File: src/rtl/hilo_ctrl.sv
// HI/LO register file with a sequencer for an external multi-cycle divider.
// Handles mthi/mtlo writes, the divider reset pulse, the run count, and result capture.
module hilo_ctrl #(
  parameter int DIV_CYCLES = 34
) (
  input  logic        clk,
  input  logic        reset,
  input  logic        div_start,
  input  logic        mthi,
  input  logic        mtlo,
  input  logic [31:0] wdata,
  input  logic [31:0] div_hi,
  input  logic [31:0] div_lo,
  input  logic        div_exc,
  output logic        div_rst,
  output logic [31:0] HI,
  output logic [31:0] LO,
  output logic        busy,
  output logic        done,
  output logic        div_zero
);

  localparam int CW = $clog2(DIV_CYCLES) + 1;
  localparam logic [CW-1:0] LAST = CW'(DIV_CYCLES - 1);

  typedef enum logic [1:0] {IDLE, CLR, RUN, CAP} state_t;

  state_t        state;
  logic [CW-1:0] cnt;
  logic          exc_hit;  // CAP was reached through div_exc, not count completion

  always_ff @(posedge clk or posedge reset) begin
    if (reset) begin
      state    <= IDLE;
      cnt      <= '0;
      exc_hit  <= 1'b0;
      HI       <= '0;
      LO       <= '0;
      busy     <= 1'b0;
      done     <= 1'b0;
      div_zero <= 1'b0;
      div_rst  <= 1'b0;
    end else begin
      div_rst <= 1'b0;
      done    <= 1'b0;
      case (state)
        IDLE: begin
          if (mthi) HI <= wdata;
          if (mtlo) LO <= wdata;
          if (div_start) begin
            state    <= CLR;
            div_rst  <= 1'b1;
            busy     <= 1'b1;
            cnt      <= '0;
            div_zero <= 1'b0;
            exc_hit  <= 1'b0;
          end
        end
        CLR: begin
          state <= RUN;
          cnt   <= '0;
        end
        RUN: begin
          cnt <= cnt + 1'b1;
          // a divide-by-zero flag wins over a simultaneous count completion
          if (div_exc) begin
            exc_hit <= 1'b1;
            state   <= CAP;
            done    <= 1'b1;
          end else if (cnt == LAST) begin
            state <= CAP;
            done  <= 1'b1;
          end
        end
        CAP: begin
          state <= IDLE;
          busy  <= 1'b0;
          if (exc_hit) div_zero <= 1'b1;
          else begin
            HI <= div_hi;
            LO <= div_lo;
          end
        end
        default: state <= IDLE;
      endcase
    end
  end

endmodule

File: config.mk
export PLATFORM = sky130hd
export DESIGN_NAME = hilo_ctrl
export DESIGN_NICKNAME = d
export VERILOG_FILES = /design/src/rtl/hilo_ctrl.sv
export SDC_FILE = /design/constraint.sdc
export NUM_CORES = 1
export LEC_CHECK = 0
export CAP_MARGIN = 15
export CORE_MARGIN = 2
export CORE_UTILIZATION = 38
export CTS_BUF_LIST = sky130_fd_sc_hd__clkbuf_4
export CTS_CLUSTER_DIAMETER = 150
export DETAILED_ROUTE_END_ITERATION = 6
export PLACE_DENSITY_LB_ADDON = 0.2
export SLEW_MARGIN = 40
export SYNTH_ARGS = -nofsm -noshare
export SYNTH_HDL_FRONTEND = slang
export SYNTH_SLANG_ARGS = --single-unit
export TNS_END_PERCENT = 100
File: constraint.sdc
create_clock -name clk -period 2.4 [get_ports clk]
set_clock_uncertainty 0.05 [all_clocks]
set_input_delay 0.24 -clock clk [delete_from_list [all_inputs] [get_ports clk]]
set_output_delay 0.24 -clock clk [all_outputs]
set_load 0.03 [all_outputs]
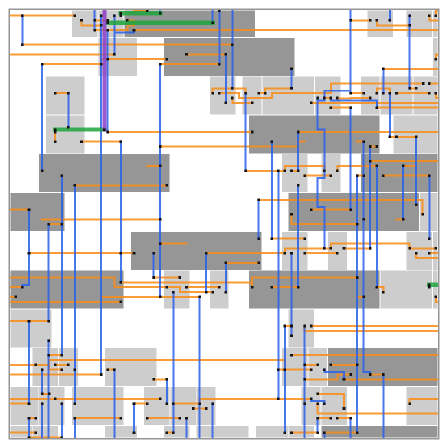
run_1/detail.png
Window x 61 to 91, y 10 to 40 µm. Cells in grey, sequential cells in the stronger grey; small squares are vias.
[metal 3] green
[metal 1] orange
[metal 4] purple
[metal 2] blue
sequential cells in the window: 10
netlist names of flops here include: HI (5), LO (5)
most frequent: dfrtp_1 (10), nand2_1 (9), clkdlybuf4s50_1 (8)
cells with their middle in the window: 49

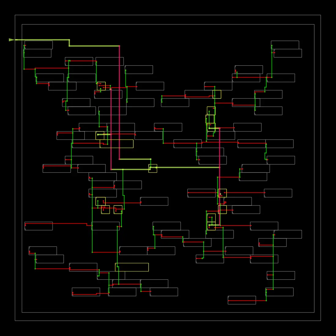
run_1/clocks.png
clock buffer count from CTS: 9
clock buffers: 11
CTS Sinks: 78
Flops: 78
clock latency at the later pin of the worst-skew pair: 400 ps

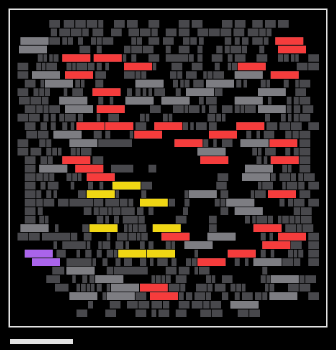
run_1/flops_by_reg.png
Bar = 20 µm. Other sequential cells in the stronger grey, the rest of the logic in the fainter grey.
[state] purple | flops: 2
[LO] red | flops: 32 | where: spread over the die
[cnt] yellow | flops: 7
not coloured: 37

==> reports/qor.yml, run 1 <==
path_clk_slew_ps: 120
seqPwrFrac_pct: 28.6
diodes: 0
met2_length_mm: 4.48
drv_slew: 0
p_seq_mw: 2.24
critPathMaxFanout: 44
comb_share_pct: 27.1
antenna_found_initial: 0
buf_share_pct: 31.7
use_met3_pct: 4.58
core_area_um2: 9200
cts_resized: 0
fp-utilization_pct: 38.9
area_leaders: "dfrtp_1 55%, a21oi_1 9.8%, o21ai_0 9.0%"
crit_chain: "inv_1 > ha_1 > nand2b_1 > o211ai_4 > buf_12 > o21ai_0"
status: "finished, final reports clean"
cts_buffer_depth: 2
synth_cell_types: 28
power_mw: 7.83
avgSynthCellArea_um2: 9.10
use_met1_pct: 22.7
ys_area_um2: 3580
p_sw_mw: 3.61
ys_sh_adder_pct: 1.75
syn_inst: 393
wl_per_cell_um: 13.9
regArea_um2: 1950
ys_ff: 78
place_ws_ps: 390
startpoint_type: "flip-flop"
wirelength_mm: 9.33
io_buffers: 169
layout_top_cells: "169 x clkdlybuf4s50_1, 78 x dfrtp_1, 75 x nand2_1"
via_count: 3252
leakage_nw: 2.32
p_per_area_nw_per_um2: 1410
seq_area_share_pct: 35.2
h-tree-depth: 3
wl_met1_mm: 4.06
top_area_share_pct: 54.6
cp_slowest_cell: "dfrtp_1"
drtIter0Drc: 113
synthArstFlopShare_pct: 100
fillers: 831
viasPerCell: 4.85
cp.buffers_inverters: 2
rrSetupSlack_ps: 390
worstSetupPathType: "flip-flop to flip-flop"
layout.cells.non_filler: 670
pin_count: 170
r2r_start: "state[1]"
grt_pass1_vias: 3081
nets: 661
r2r_end: "HI[18]"
hold_ws_ps: 169
worst_slew_pin_slew_ps: 539
root_buffer: "clkbuf_4"
num-multi-input-gates: 283
synth_area_um2: 3580
grt_max_degree: 79
drc: 0
maxPowerGroup: "combinational cells"
final_layout_size_suffix_gt1_share_pct: 5.37
die_w_um: 101
grt_pass1_wl_mm: 14.6
final_common_cell: "clkdlybuf4s50_1"
yosys.area_share.aoi_pct: 21.7
clkPwrFrac_pct: 11.5
cts_hold_buf: 0
final_area_um2: 5550
p_int_mw: 4.22
gr-total-overflow: 0
final-clk-cell-share_pct: 3.00
cp_top_family: "flip-flops"
maxCapViolCount: 0
busiest_layer: "met2"
endpoint: "HI[18]"
vdd_drop_max_mv: 0.794
pwr-share-comb_pct: 59.8
cts_tree: "built"
first_pass_iters: 5
period_used_pct: 83.9
setup_tns_ps: 0
yosysTopAreaCell: "dfrtp_1"
post_cts_buffers: 0
die_height_um: 101
slew_headroom_pct: 63.9
top_regs: "HI x32, LO x32, cnt x7"
xor_area_share_pct: 0
setup_viol: 0
n_all_inverters: 7
rows: 35
fin_crit_ps: 2010
worstPathRequired_ps: 2620
top_cell: "dfrtp_1"
ys_top_cells_by_count: "78 x dfrtp_1, 75 x nand2_1, 70 x a21oi_1"
ff_type: "dfrtp_1"
p_clk_mw: 0.902
ys_sh_mux_pct: 0.944
place.gp.congestion: 0.789
fin_ws_ps: 386
largest_class: "flip-flops and latches"
worstPathArrival_ps: 2240
end_kind: "flip-flop"
timing.fmax_ghz: 0.496
warning_count: 29
ys_top_logic_family: "AND-OR/OR-AND gates"
max_stage_delay_ps: 460
grt_usage_pct: 18.2
route.met3.wl_um: 641
synth-edff-count: 0
cp-startpoint: "state[1]"
ys_cells: 393
logic_area_um2: 1510
buffers: 175
area_growth_pct: 55.2
dpl.hpwl_mm: 6.94
p_sw_share_pct: 46.1
run_1/clk_routes.png
Bar = 20 µm.
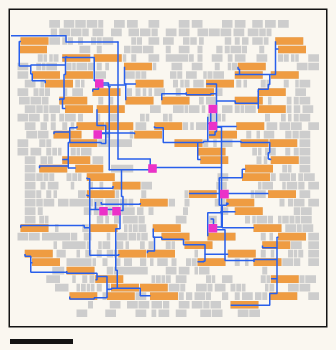

==> run 2, diff against run 1 <==
==> constraint.sdc (replaced) <==
create_clock -name clk -period 1.7 [get_ports clk]
set_clock_uncertainty 0.05 [all_clocks]
set_input_delay 0.17 -clock clk [delete_from_list [all_inputs] [get_ports clk]]
set_output_delay 0.17 -clock clk [all_outputs]
set_load 0.03 [all_outputs]
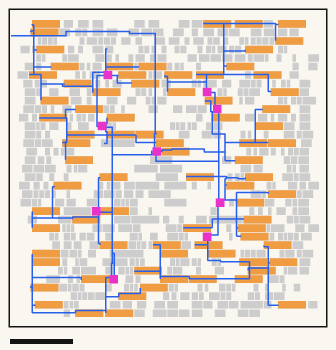
run_2/clk_routes.png
Bar = 20 µm.
[flip-flops] orange | count: 78
[clock drivers] magenta | count: 9
[clock wires] blue | length: 958 µm
flops lie: spread over the die
routed clock nets: 10

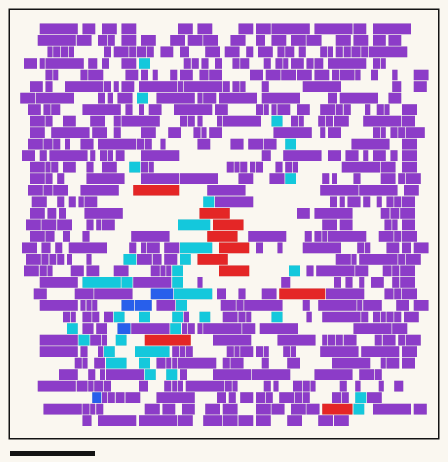
run_2/sizes.png
Bar = 20 µm.
[_0 and _1 cells] purple | cells: 526 | share: 91%
[_3 and _4 cells] cyan | cells: 35 | share: 6.1%
[_2 cells] blue | cells: 5 | share: 0.87%
[_6 and larger] red | cells: 10 | share: 1.7%

==> reports/qor.yml, run 2 <==
ys_area_um2: 3580  # unchanged
cp-startpoint: "cnt[1]"  # was state[1]
p_sw_share_pct: 46.1  # about the same
layout.cells.non_filler: 687  # was 670
first_pass_iters: 4  # was 5
maxCapViolCount: 0  # unchanged
gr-total-overflow: 0  # unchanged
antenna_found_initial: 0  # unchanged
ys_sh_adder_pct: 1.75  # unchanged
worstSetupPathType: "flip-flop to flip-flop"  # unchanged
cts.sinks: 78  # unchanged
pin_count: 170  # unchanged
dpl.hpwl_mm: 7.27  # was 6.94 mm
logic_area_um2: 1530  # was 1510 µm²
cp_slowest_cell: "dfrtp_1"  # unchanged
grt_max_degree: 58  # was 79
setup_viol: 0  # unchanged
xor_area_share_pct: 0  # unchanged
hold_ws_ps: 124  # was 169 ps
syn_inst: 393  # unchanged
n_all_inverters: 7  # unchanged
max_stage_delay_ps: 400  # was 460 ps
fin_crit_ps: 1660  # was 2010 ps
slew_headroom_pct: 77.0  # was 63.9%
status: "finished, final reports clean"  # unchanged
vdd_drop_max_mv: 0.770  # was 0.794 mV
viasPerCell: 4.82  # was 4.85
fp-utilization_pct: 38.9  # unchanged
place.gp.congestion: 0.767  # was 0.789
top_regs: "HI x32, LO x32, cnt x7"  # unchanged
fillers: 832  # was 831
buf_share_pct: 32.9  # was 31.7%
clkPwrFrac_pct: 12.4  # was 11.5%
area_growth_pct: 59.8  # was 55.2%
yosysTopAreaCell: "dfrtp_1"  # unchanged
worst_slew_pin_slew_ps: 346  # was 539 ps
busiest_layer: "met2"  # unchanged
p_clk_mw: 1.39  # was 0.902 mW
place_ws_ps: 41.6  # was 390 ps
cts_buffers: 9  # unchanged
die_w_um: 101  # unchanged
top_area_share_pct: 54.6  # unchanged
ys_sh_mux_pct: 0.944  # unchanged
wl_met1_mm: 4.04  # was 4.06 mm
diodes: 0  # unchanged
final_layout_size_suffix_gt1_share_pct: 8.68  # was 5.37%
route.met3.wl_um: 628  # was 641 µm
use_met3_pct: 4.37  # was 4.58%
top_cell: "dfrtp_1"  # unchanged
clock_buffers: 10  # was 11
rrSetupSlack_ps: 40  # was 390 ps
cts_buffer_depth: 2  # unchanged
synthArstFlopShare_pct: 100  # unchanged
area_leaders: "dfrtp_1 55%, a21oi_1 9.8%, o21ai_0 9.0%"  # unchanged
maxPowerGroup: "combinational cells"  # unchanged
worstPathRequired_ps: 1950  # was 2620 ps
ys_top_cells_by_count: "78 x dfrtp_1, 75 x nand2_1, 70 x a21oi_1"  # unchanged
cts_tree: "built"  # unchanged
cts_hold_buf: 0  # unchanged
nets: 678  # was 661
Power figures rest on the tool's default switching activity, not on a simulated workload.
